[src/rtl/uart_tx_fifo_engine.sv]
// UART transmit engine: DEPTH-entry byte FIFO feeding an 8N1 serialiser with an internal baud counter.
// Define UART_TX_PARITY_EN to insert an even-parity bit between the data bits and the stop bit.
module uart_tx_fifo_engine #(
  parameter int DEPTH        = 16,
  parameter int CLKS_PER_BIT = 108
) (
  input  logic       clk,
  input  logic       Rst,
  input  logic       tx_wen,
  input  logic [7:0] uart_din,
  output logic       tx_full,
  output logic       tx_empty,
  output logic       tx_busy,
  output logic       tx
);

  localparam int AW   = $clog2(DEPTH);
  localparam int CNTW = AW + 1;
  localparam int BW   = $clog2(CLKS_PER_BIT);

  typedef enum logic [2:0] {
    IDLE   = 3'd0,
    START  = 3'd1,
    DATA   = 3'd2,
`ifdef UART_TX_PARITY_EN
    PARITY = 3'd3,
`endif
    STOP   = 3'd4
  } state_t;

`ifdef UART_TX_PARITY_EN
  function automatic logic even_parity8(input logic [7:0] d);
    return ^d;
  endfunction
`endif

  logic [7:0]    mem_r [DEPTH];
  logic [AW-1:0] wr_ptr_r, rd_ptr_r;
  logic [CNTW-1:0] count_r, count_s;
  logic          full_r, empty_r;
  logic          wr_en_s, pop_s;
  logic [7:0]    head_s;

  state_t        state_r, state_s;
  logic [BW-1:0] baud_r, baud_s;
  logic [2:0]    idx_r, idx_s;
  logic [7:0]    shift_r, shift_s;
  logic          bit_end_s;
  logic          tx_r, tx_s, busy_r;
`ifdef UART_TX_PARITY_EN
  logic          par_r, par_s;
`endif

  // A full FIFO rejects writes even when a pop happens in the same cycle.
  assign wr_en_s   = tx_wen && !full_r;
  assign head_s    = mem_r[rd_ptr_r];
  assign bit_end_s = (baud_r == BW'(CLKS_PER_BIT - 1));

  // Occupancy update from accepted writes and FSM pops.
  always_comb begin
    count_s = count_r;
    case ({wr_en_s, pop_s})
      2'b10:   count_s = count_r + CNTW'(1);
      2'b01:   count_s = count_r - CNTW'(1);
      default: count_s = count_r;
    endcase
  end

  // FIFO storage; no reset needed since occupancy gates every read.
  always_ff @(posedge clk) begin
    if (wr_en_s) begin
      mem_r[wr_ptr_r] <= uart_din;
    end
  end

  // FIFO pointers, count and registered flags.
  always_ff @(posedge clk or posedge Rst) begin
    if (Rst) begin
      wr_ptr_r <= {AW{1'b0}};
      rd_ptr_r <= {AW{1'b0}};
      count_r  <= {CNTW{1'b0}};
      full_r   <= 1'b0;
      empty_r  <= 1'b1;
    end else begin
      if (wr_en_s) wr_ptr_r <= wr_ptr_r + AW'(1);
      if (pop_s)   rd_ptr_r <= rd_ptr_r + AW'(1);
      count_r  <= count_s;
      full_r   <= (count_s == CNTW'(DEPTH));
      empty_r  <= (count_s == {CNTW{1'b0}});
    end
  end

  // Frame sequencing: next state, baud counter, bit index, shift register and FIFO pop.
  always_comb begin
    state_s = state_r;
    baud_s  = bit_end_s ? {BW{1'b0}} : baud_r + BW'(1);
    idx_s   = idx_r;
    shift_s = shift_r;
    pop_s   = 1'b0;
`ifdef UART_TX_PARITY_EN
    par_s   = par_r;
`endif
    case (state_r)
      IDLE: begin
        baud_s = {BW{1'b0}};
        if (!empty_r) begin
          pop_s   = 1'b1;
          shift_s = head_s;
`ifdef UART_TX_PARITY_EN
          par_s   = even_parity8(head_s);
`endif
          state_s = START;
        end else begin
          state_s = IDLE;
        end
      end
      START: begin
        if (bit_end_s) begin
          idx_s   = 3'd0;
          state_s = DATA;
        end else begin
          state_s = START;
        end
      end
      DATA: begin
        if (bit_end_s) begin
          shift_s = {1'b0, shift_r[7:1]};
          idx_s   = idx_r + 3'd1;
          if (idx_r == 3'd7) begin
`ifdef UART_TX_PARITY_EN
            state_s = PARITY;
`else
            state_s = STOP;
`endif
          end else begin
            state_s = DATA;
          end
        end else begin
          state_s = DATA;
        end
      end
`ifdef UART_TX_PARITY_EN
      PARITY: begin
        if (bit_end_s) begin
          state_s = STOP;
        end else begin
          state_s = PARITY;
        end
      end
`endif
      STOP: begin
        // Chain straight into the next start bit when more bytes are waiting.
        if (bit_end_s && !empty_r) begin
          pop_s   = 1'b1;
          shift_s = head_s;
`ifdef UART_TX_PARITY_EN
          par_s   = even_parity8(head_s);
`endif
          state_s = START;
        end else if (bit_end_s) begin
          state_s = IDLE;
        end else begin
          state_s = STOP;
        end
      end
      default: begin
        state_s = IDLE;
        baud_s  = {BW{1'b0}};
      end
    endcase
  end

  // Line level for the bit currently being sent.
  always_comb begin
    tx_s = 1'b1;
    case (state_r)
      IDLE:    tx_s = 1'b1;
      START:   tx_s = 1'b0;
      DATA:    tx_s = shift_r[0];
`ifdef UART_TX_PARITY_EN
      PARITY:  tx_s = par_r;
`endif
      STOP:    tx_s = 1'b1;
      default: tx_s = 1'b1;
    endcase
  end

  // FSM registers plus the registered serial line and busy flag.
  always_ff @(posedge clk or posedge Rst) begin
    if (Rst) begin
      state_r <= IDLE;
      baud_r  <= {BW{1'b0}};
      idx_r   <= 3'd0;
      shift_r <= 8'h00;
      tx_r    <= 1'b1;
      busy_r  <= 1'b0;
`ifdef UART_TX_PARITY_EN
      par_r   <= 1'b0;
`endif
    end else begin
      state_r <= state_s;
      baud_r  <= baud_s;
      idx_r   <= idx_s;
      shift_r <= shift_s;
      tx_r    <= tx_s;
      busy_r  <= (state_s != IDLE);
`ifdef UART_TX_PARITY_EN
      par_r   <= par_s;
`endif
    end
  end

  assign tx_full  = full_r;
  assign tx_empty = empty_r;
  assign tx_busy  = busy_r;
  assign tx       = tx_r;

endmodule
[config.mk]
export PLATFORM = sky130hd
export DESIGN_NAME = uart_tx_fifo_engine
export DESIGN_NICKNAME = d
export VERILOG_FILES = /design/src/rtl/uart_tx_fifo_engine.sv
export SDC_FILE = /design/constraint.sdc
export NUM_CORES = 1
export LEC_CHECK = 0
export CAP_MARGIN = 20
export CORE_MARGIN = 1
export CORE_UTILIZATION = 49
export DETAILED_ROUTE_END_ITERATION = 6
export DONT_BUFFER_PORTS = 1
export GPL_ROUTABILITY_DRIVEN = 0
export GPL_TIMING_DRIVEN = 0
export SYNTH_ARGS = -nofsm -noshare
export SYNTH_HDL_FRONTEND = slang
export SYNTH_SLANG_ARGS = --single-unit
[constraint.sdc]
create_clock -name clk -period 4.2 [get_ports clk]
set_input_delay 0.63 -clock clk [delete_from_list [all_inputs] [get_ports clk]]
set_output_delay 0.63 -clock clk [all_outputs]
set_load 0.05 [all_outputs]
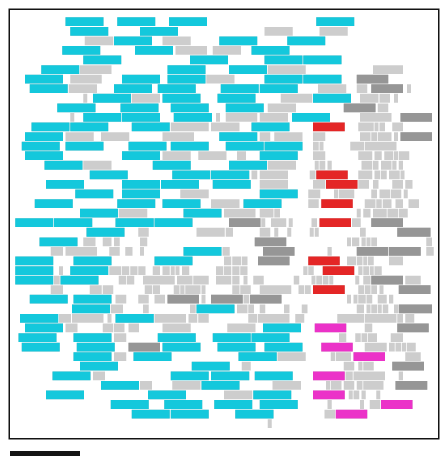
Figure 1: run 1, register map, names as in the netlist.
Scale bar: 20 um. Other sequential cells in the stronger gray, the rest of the logic in the fainter gray.
legend:
  cyan:
    signal: mem_r
    flops: 128
  magenta:
    signal: baud_r
    flops: 7
    where: bottom right
  red:
    signal: shift_r
    flops: 8
    where: right middle
not colored: 23
Flop area: 4800 sq um
final core occ: 56.1%

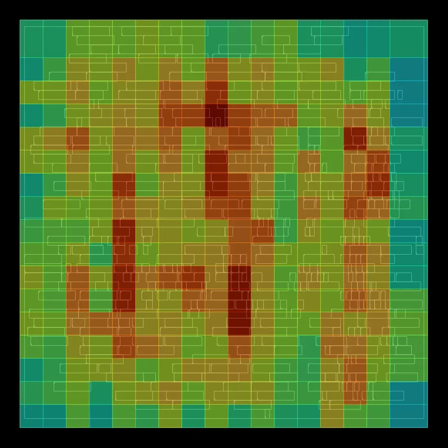
Figure 2: run 1, congestion heat map.
met2 Usage GRT: 31.6%
routed len/inst: 21.6 um
met1 Use GR: 28.6%

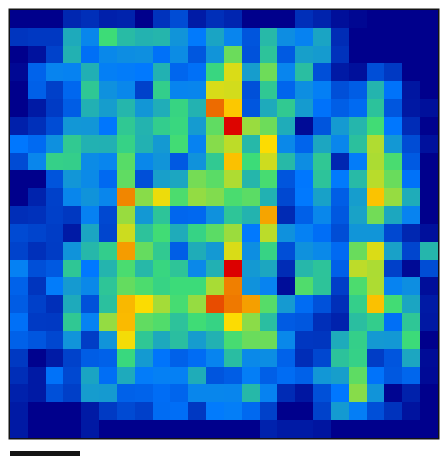
Figure 3: run 1, signal metal coverage by tile.
Scale bar: 20 um. 24 x 24 tiles, from dark blue (low) to red (high), scaled to the fullest tile. Values are wire area over tile area, all layers added.
tiles over half the peak: 16%
densest ninth of the die: middle
nearly empty tiles: 11%
Vias: 3,618
gr usage total: 20.6%
routed wire length: 13.7 mm

==> results.py, run 1 <==
# Generated from Yosys and OpenROAD reports
metrics = {
    "outcome": {
        "outcome": "completed",
    },
    "placement": {
        "io_buffers": 0,
        "pre_cts_slack_ns": 1.10,
        "dp_hpwl_mm": 9.11,
    },
    "routing": {
        "drc": 0,
    },
    "logic_synthesis": {
        "synth-async-reset-ratio_pct": 22.9,
        "yosys_area_sq_um": 7010,
        "ys_sh_mux_pct": 12.7,
        "syn-instance-count": 422,
        "synthXorXnorAreaFrac_pct": 2.46,
    },
    "critical_path": {
        "arrival_ns": 3.44,
        "cp-start-kind": "flip-flop",
        "cp_slowest_cell": "dfrtp_1",
        "endpoint": "tx_full$_DFF_PP0_",
        "r2r_cells": 12,
    },
    "cells_and_area": {
        "layout.cells.most_common": "edfxtp_1",
        "syn_to_final_growth_pct": 11.5,
        "multiInputGateArea_sq_um": 2100,
        "post_route_cells_drive_above_1_share_pct": 18.3,
    },
    "timing": {
        "hold_violations": 0,
        "fmax_mhz": 324,
        "maxSlewViolCount": 0,
        "setup_slack_ns": 1.12,
        "rsz0062_at_grt": "false",
        "max-slew-margin-rel_pct": 44.9,
    },
    "clocking": {
        "clkTransAtPathRegs_ns": 0.07,
        "numCtsBuffers": 17,
        "htreeDepth": 4,
        "clock_sinks": 166,
    },
    "pwr": {
        "clkPwrFrac_pct": 38.0,
        "switching_share_pct": 25.4,
    },
    "floorplan": {
        "chipArea_sq_um": 14800,
        "tap_cells": 180,
        "die_y_um": 122,
    },
    "global_route": {
        "grt_first_pass_wirelength_mm": 21.5,
    },
}
==> inputs of run 2 (changes only) <==
--- a/config.mk
+++ b/config.mk
@@ -12,6 +12,7 @@
 export DONT_BUFFER_PORTS = 1
 export GPL_ROUTABILITY_DRIVEN = 0
 export GPL_TIMING_DRIVEN = 0
+export PLACE_DENSITY = 0.66
 export SYNTH_ARGS = -nofsm -noshare
 export SYNTH_HDL_FRONTEND = slang
 export SYNTH_SLANG_ARGS = --single-unit
==> constraint.sdc (replaced) <==
create_clock -name clk -period 2.47 [get_ports clk]
set_input_delay 0.3705 -clock clk [delete_from_list [all_inputs] [get_ports clk]]
set_output_delay 0.3705 -clock clk [all_outputs]
set_load 0.05 [all_outputs]
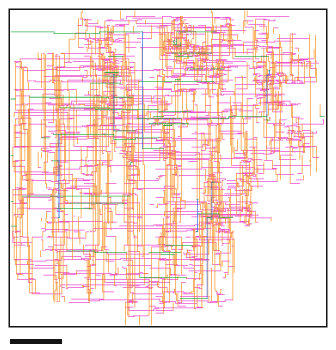
Figure 4: run 2, signal wires by layer.
Scale bar: 20 um.
legend:
  green:
    layer: metal 3
    wire_length: 588 um
  blue:
    layer: metal 4
    wire_length: 175 um
  orange:
    layer: metal 2
    wire_length: 6,980 um
  magenta:
    layer: metal 1
    wire_length: 5,700 um
gr usage total: 19.6%
routed len/inst: 20.9 um
Vias: 3,703
routed wire length: 13.4 mm

==> run 2 against run 1 <==
  * Utilization increased by 1.5 points
  * The run now ends with negative setup slack left
  * Total power increased by 75%
  * Clock-buffer cell count decreased by 1
  * Sequential share of layout area decreased by 1.6 points
  * Largest cell class unchanged
  * Non-clock buffer count increased by 8
  * Die size unchanged
  * Sequential cell count unchanged
  * Register-to-register slack got worse by 1.2 ns
  * Synthesized cell count unchanged
  * Critical path depth decreased by 3
  * Maximum frequency increased by 19%
  * Clock power increased by 73%
==> results.py, run 2 <==
# Generated from Yosys and OpenROAD reports
metrics = {
    "pwr": {
        "clkPwrFrac_pct": 37.4,
    },
    "outcome": {
        "outcome": "finished, violations left",
        "violations": "negative setup slack",
    },
    "timing": {
        "fmax_mhz": 385,
        "max-slew-margin-rel_pct": 46.2,
        "rsz0062_at_grt": "true",
        "finalSetupViolCount": 2,
        "setup_slack_ns": -0.124,
        "hold_violations": 0,
    },
    "critical_path": {
        "cp-start-kind": "flip-flop",
        "arrival_ns": 2.94,
        "r2r_cells": 9,
    },
    "floorplan": {
        "tap_cells": 180,
        "die_y_um": 122,
        "chipArea_sq_um": 14800,
    },
    "clocking": {
        "clkTransAtPathRegs_ns": 0.07,
        "htreeDepth": 4,
        "clock_sinks": 166,
    },
    "logic_synthesis": {
        "yosys_area_sq_um": 7010,
    },
    "cells_and_area": {
        "post_route_cells_drive_above_1_share_pct": 23.8,
        "final_util_pct": 57.6,
    },
    "placement": {
        "pre_cts_slack_ns": -0.265,
    },
}
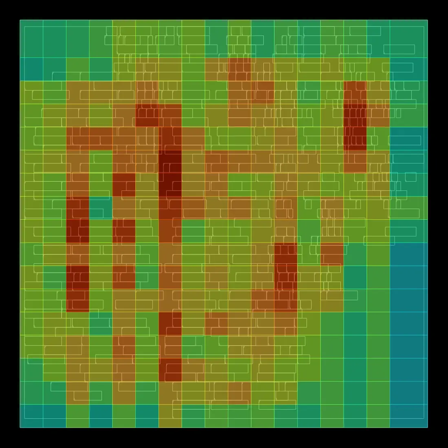
Figure 5: run 2, congestion heat map.
met3 usage: 4.54%
met1 Use GR: 24.7%

Power is estimated from default activity; no workload was simulated.
